[src/rtl/int_issue_queue.sv]
// Integer issue queue: age-ordered entries, CDB wakeup, oldest-ready select, compaction on issue.
// Optional macro ISSUEQ_CDB_BYPASS_EN: a dispatched operand also captures a same-cycle CDB match.
module int_issue_queue #(
   parameter int DEPTH = 4
) (
   input  logic        Clk,
   input  logic        Reset,
   input  logic        Dispatch_en_Int,
   input  logic [3:0]  Dispatch_Opcode,
   input  logic [4:0]  Dispatch_Shfamt,
   input  logic [31:0] Dispatch_Imm_LS,
   input  logic        Dispatch_Type_I,
   input  logic [5:0]  Dispatch_RsTag,
   input  logic [5:0]  Dispatch_RtTag,
   input  logic [31:0] Dispatch_RsData,
   input  logic [31:0] Dispatch_RtData,
   input  logic        Dispatch_RsRdy,
   input  logic        Dispatch_RtRdy,
   input  logic [5:0]  Dispatch_RdTag,
   output logic        IssueQ_Full,
   input  logic        CDB_Valid,
   input  logic [5:0]  CDB_Tag,
   input  logic [31:0] CDB_Data,
   input  logic        Issue_Ready,
   output logic        Issue_Valid,
   output logic [3:0]  Issue_Opcode,
   output logic [4:0]  Issue_Shfamt,
   output logic [31:0] Issue_RsData,
   output logic [31:0] Issue_RtData,
   output logic [5:0]  Issue_RdTag
);

   localparam int DATA_W = 32;
   localparam int TAG_W  = 6;
   localparam int CNT_W  = $clog2(DEPTH + 1);

   typedef struct packed {
      logic              vld;
      logic [3:0]        opcode;
      logic [4:0]        shfamt;
      logic              rs_rdy;
      logic [TAG_W-1:0]  rs_tag;
      logic [DATA_W-1:0] rs_data;
      logic              rt_rdy;
      logic [TAG_W-1:0]  rt_tag;
      logic [DATA_W-1:0] rt_data;
      logic [TAG_W-1:0]  rd_tag;
   } entry_t;

   entry_t           ent_q [DEPTH];
   entry_t           ent_d [DEPTH];
   entry_t           woken [DEPTH];
   entry_t           new_ent;
   logic [CNT_W-1:0] count_q;
   logic [CNT_W-1:0] count_d;
   logic [CNT_W-1:0] cnt_after;
   logic [DEPTH-1:0] issue_oh;
   logic [DEPTH-1:0] shift;
   logic             do_issue;
   logic             do_disp;

   // Capture a matching broadcast into any waiting operand of a live entry.
   function automatic entry_t wake(input entry_t e, input logic cv,
                                   input logic [TAG_W-1:0] ct, input logic [DATA_W-1:0] cd);
      entry_t w;
      w = e;
      if (cv && e.vld) begin
         if (!e.rs_rdy && (e.rs_tag == ct)) begin
            w.rs_rdy  = 1'b1;
            w.rs_data = cd;
         end
         if (!e.rt_rdy && (e.rt_tag == ct)) begin
            w.rt_rdy  = 1'b1;
            w.rt_data = cd;
         end
      end
      return w;
   endfunction

   assign IssueQ_Full = (count_q == CNT_W'(DEPTH));
   assign do_disp     = Dispatch_en_Int && !IssueQ_Full;
   assign Issue_Valid = |issue_oh;
   assign do_issue    = Issue_Valid && Issue_Ready;
   assign cnt_after   = count_q - {{(CNT_W-1){1'b0}}, do_issue};

   always_comb begin
      logic found;
      found    = 1'b0;
      issue_oh = '0;
      for (int i = 0; i < DEPTH; i++) begin
         if (!found && ent_q[i].vld && ent_q[i].rs_rdy && ent_q[i].rt_rdy) begin
            issue_oh[i] = 1'b1;
            found       = 1'b1;
         end
      end
   end

   // One-hot select drives everything to zero when nothing is issuable.
   always_comb begin
      Issue_Opcode = '0;
      Issue_Shfamt = '0;
      Issue_RsData = '0;
      Issue_RtData = '0;
      Issue_RdTag  = '0;
      for (int i = 0; i < DEPTH; i++) begin
         if (issue_oh[i]) begin
            Issue_Opcode = ent_q[i].opcode;
            Issue_Shfamt = ent_q[i].shfamt;
            Issue_RsData = ent_q[i].rs_data;
            Issue_RtData = ent_q[i].rt_data;
            Issue_RdTag  = ent_q[i].rd_tag;
         end
      end
   end

   always_comb begin
      new_ent         = '0;
      new_ent.vld     = 1'b1;
      new_ent.opcode  = Dispatch_Opcode;
      new_ent.shfamt  = Dispatch_Shfamt;
      new_ent.rs_rdy  = Dispatch_RsRdy;
      new_ent.rs_tag  = Dispatch_RsTag;
      new_ent.rs_data = Dispatch_RsData;
      new_ent.rt_rdy  = Dispatch_Type_I | Dispatch_RtRdy;
      new_ent.rt_tag  = Dispatch_RtTag;
      new_ent.rt_data = Dispatch_Type_I ? Dispatch_Imm_LS : Dispatch_RtData;
      new_ent.rd_tag  = Dispatch_RdTag;
`ifdef ISSUEQ_CDB_BYPASS_EN
      if (CDB_Valid && !new_ent.rs_rdy && (Dispatch_RsTag == CDB_Tag)) begin
         new_ent.rs_rdy  = 1'b1;
         new_ent.rs_data = CDB_Data;
      end
      if (CDB_Valid && !new_ent.rt_rdy && (Dispatch_RtTag == CDB_Tag)) begin
         new_ent.rt_rdy  = 1'b1;
         new_ent.rt_data = CDB_Data;
      end
`endif
   end

   // Wake first, then compact, so an entry moving down still sees this cycle's broadcast.
   always_comb begin
      logic above;
      above = 1'b0;
      for (int i = 0; i < DEPTH; i++) begin
         woken[i] = wake(ent_q[i], CDB_Valid, CDB_Tag, CDB_Data);
         above    = above | issue_oh[i];
         shift[i] = do_issue & above;
      end
      for (int i = 0; i < DEPTH - 1; i++) begin
         ent_d[i] = shift[i] ? woken[i+1] : woken[i];
      end
      ent_d[DEPTH-1] = shift[DEPTH-1] ? entry_t'('0) : woken[DEPTH-1];
      for (int i = 0; i < DEPTH; i++) begin
         if (do_disp && (cnt_after == CNT_W'(i))) begin
            ent_d[i] = new_ent;
         end
      end
      count_d = cnt_after + {{(CNT_W-1){1'b0}}, do_disp};
   end

   // Reset clears only occupancy and readiness; payload fields simply hold.
   always_ff @(posedge Clk) begin
      if (Reset) begin
         count_q <= '0;
         for (int i = 0; i < DEPTH; i++) begin
            ent_q[i].vld    <= 1'b0;
            ent_q[i].rs_rdy <= 1'b0;
            ent_q[i].rt_rdy <= 1'b0;
         end
      end else begin
         count_q <= count_d;
         for (int i = 0; i < DEPTH; i++) begin
            ent_q[i] <= ent_d[i];
         end
      end
   end

endmodule

[config.mk]
export PLATFORM = sky130hd
export DESIGN_NAME = int_issue_queue
export DESIGN_NICKNAME = d
export VERILOG_FILES = /design/src/rtl/int_issue_queue.sv
export SDC_FILE = /design/constraint.sdc
export NUM_CORES = 1
export LEC_CHECK = 0
export CAP_MARGIN = 40
export CELL_PAD_IN_SITES_DETAIL_PLACEMENT = 0
export CELL_PAD_IN_SITES_GLOBAL_PLACEMENT = 1
export CORE_MARGIN = 2
export CORE_UTILIZATION = 45
export CTS_CLUSTER_SIZE = 8
export DETAILED_ROUTE_END_ITERATION = 16
export PLACE_DENSITY_LB_ADDON = 0.08
export SYNTH_ARGS = -nofsm -noshare
export SYNTH_HDL_FRONTEND = slang
export SYNTH_SLANG_ARGS = --single-unit
[constraint.sdc]
create_clock -name Clk -period 11.9 [get_ports Clk]
set_clock_uncertainty 0.2 [all_clocks]
set_input_delay 2.38 -clock Clk [delete_from_list [all_inputs] [get_ports Clk]]
set_output_delay 2.38 -clock Clk [all_outputs]
set_load 0.01 [all_outputs]
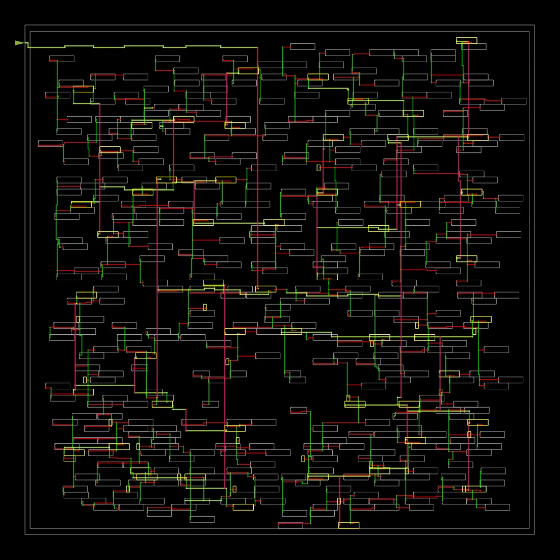
(images/final_clocks.png)
clk latency late pin: 0.59 ns
CLK BUF: 76
clk pwr: 1.38 mW
clock sink count: 379
CTS Buf Count: 53

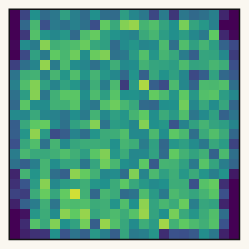
(images/density.png)
Drawn at 1 px/micron. The die is cut into 23 by 23 equal tiles; dark purple is low, yellow is high, 0 to 100% covered.
fullest tile: 93%
tiles over 75% full: 8.5%
mean over tiles: 51%
Finished Core Util: 54.8%
core box area: 50000 sq um

==> results.py <==
# Synthesis and PnR figures
metrics = {
    "timing": {
        "clock.fmax_ghz": 0.147,
        "relSlewSlack_pct": 37.3,
        "fin_crit_ns": 6.79,
        "hold_violations": 0,
        "whs_ns": 0.358,
        "slew_viol_final": 0,
        "layout_setup_ws_ns": 5.11,
    },
    "layout": {
        "clock_cell_area_share_pct": 5.20,
        "num-multi-input-gates": 1474,
        "layout.cells.non_filler": 2941,
        "largestRegisters": "ent_q: 376 flops, count_q: 3 flops",
        "antenna_cells": 1,
        "fin_nets": 2419,
        "comb_area_share_pct": 38.4,
        "largestClassByArea": "flip-flops and latches",
        "seq_cells": 379,
        "largest_reg_flops": 376,
    },
    "route": {
        "drt-met1-wl_mm": 34.3,
        "drt_wl_total_mm": 82.1,
        "drt-pass1-iter-count": 6,
        "antenna_left": 0,
        "dr.max_layer_used": "met4",
        "wl_per_cell_microns": 27.9,
    },
    "logic_synthesis": {
        "synthTopCellsByCount": "edfxtp_1, a21oi_1, clkbuf_1",
        "logic_family": "AND-OR/OR-AND gates",
        "top_area_share_pct": 48.8,
        "synth_stat.cells": 2138,
        "async_reset_ff_share_pct": 0,
        "syn_area_per_cell_sq_um": 10.6,
        "post-synth-top-count-cell": "edfxtp_1",
        "ys_warn_count": 0,
        "top_area_cell": "edfxtp_1",
        "simple_gate_share_pct": 7.18,
        "ys_area_sq_um": 22700,
        "xor_area_share_pct": 1.97,
    },
    "power": {
        "total_power_mw": 3.70,
        "power.density_nw_per_um2": 135,
        "switching_power_mw": 1.03,
        "pwr-share-clk_pct": 37.4,
        "combPwrFrac_pct": 17.4,
    },
    "clocking": {
        "clk_pin_slew_ns": 0.05,
        "hold_buffers": 0,
        "ctsResizeCount": 0,
        "post_cts_buffers": 0,
    },
    "placement": {
        "hpwl_mm": 48.4,
        "dpl_cell_area_sq_um": 26000,
        "place.gp.congestion": 0.847,
        "place_inst": 2864,
    },
    "floorplan": {
        "die_x_microns": 229,
        "chip_area_sq_um": 52300,
    },
    "global_routing": {
        "grt_util_met1_pct": 42.5,
        "met2_usage_pct": 47.9,
        "gr-usage-met3_pct": 5.43,
    },
    "setup_path": {
        "timing.reg2reg.setup_slack_ns": 7.13,
        "endpoint": "Issue_RtData[21]",
        "crit_cells": 6,
        "r2r_end": "ent_q[1][0]",
        "max_stage_delay_ns": 0.82,
        "crit_type": "reg2out",
        "cp-end-kind": "output pin",
        "path_delay_family": "buffers and inverters",
        "crit_required_ns": 9.32,
    },
    "outcome": {
        "status": "finished clean",
    },
}
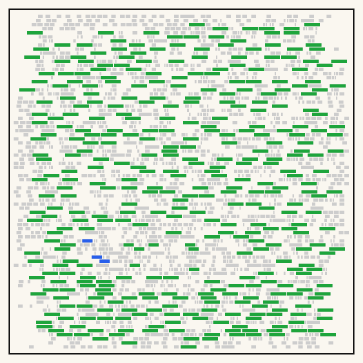
(images/registers.png)
Drawn at 1.5 px/micron. Other cells in gray.
[blue] count_q | flops: 3
[green] ent_q | flops: 376 | where: widely spread
sequential cell area: 11300 sq um
seq pwr: 1.67 mW
flop share of the area: 41.2%

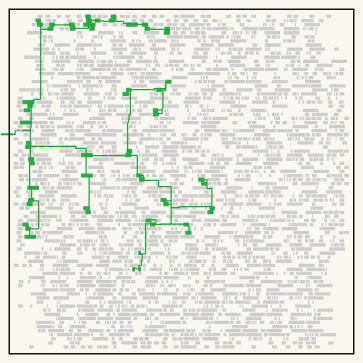
(images/port_nets.png)
Drawn at 1.5 px/micron.
[green] Dispatch_Type_I | bits: 1 | direction: input | edge: left | end cells: 67 | wire: 775 microns
number of port buffers: 249
io pins: 250

Power figures rest on the tool's default switching activity, not on a simulated workload.
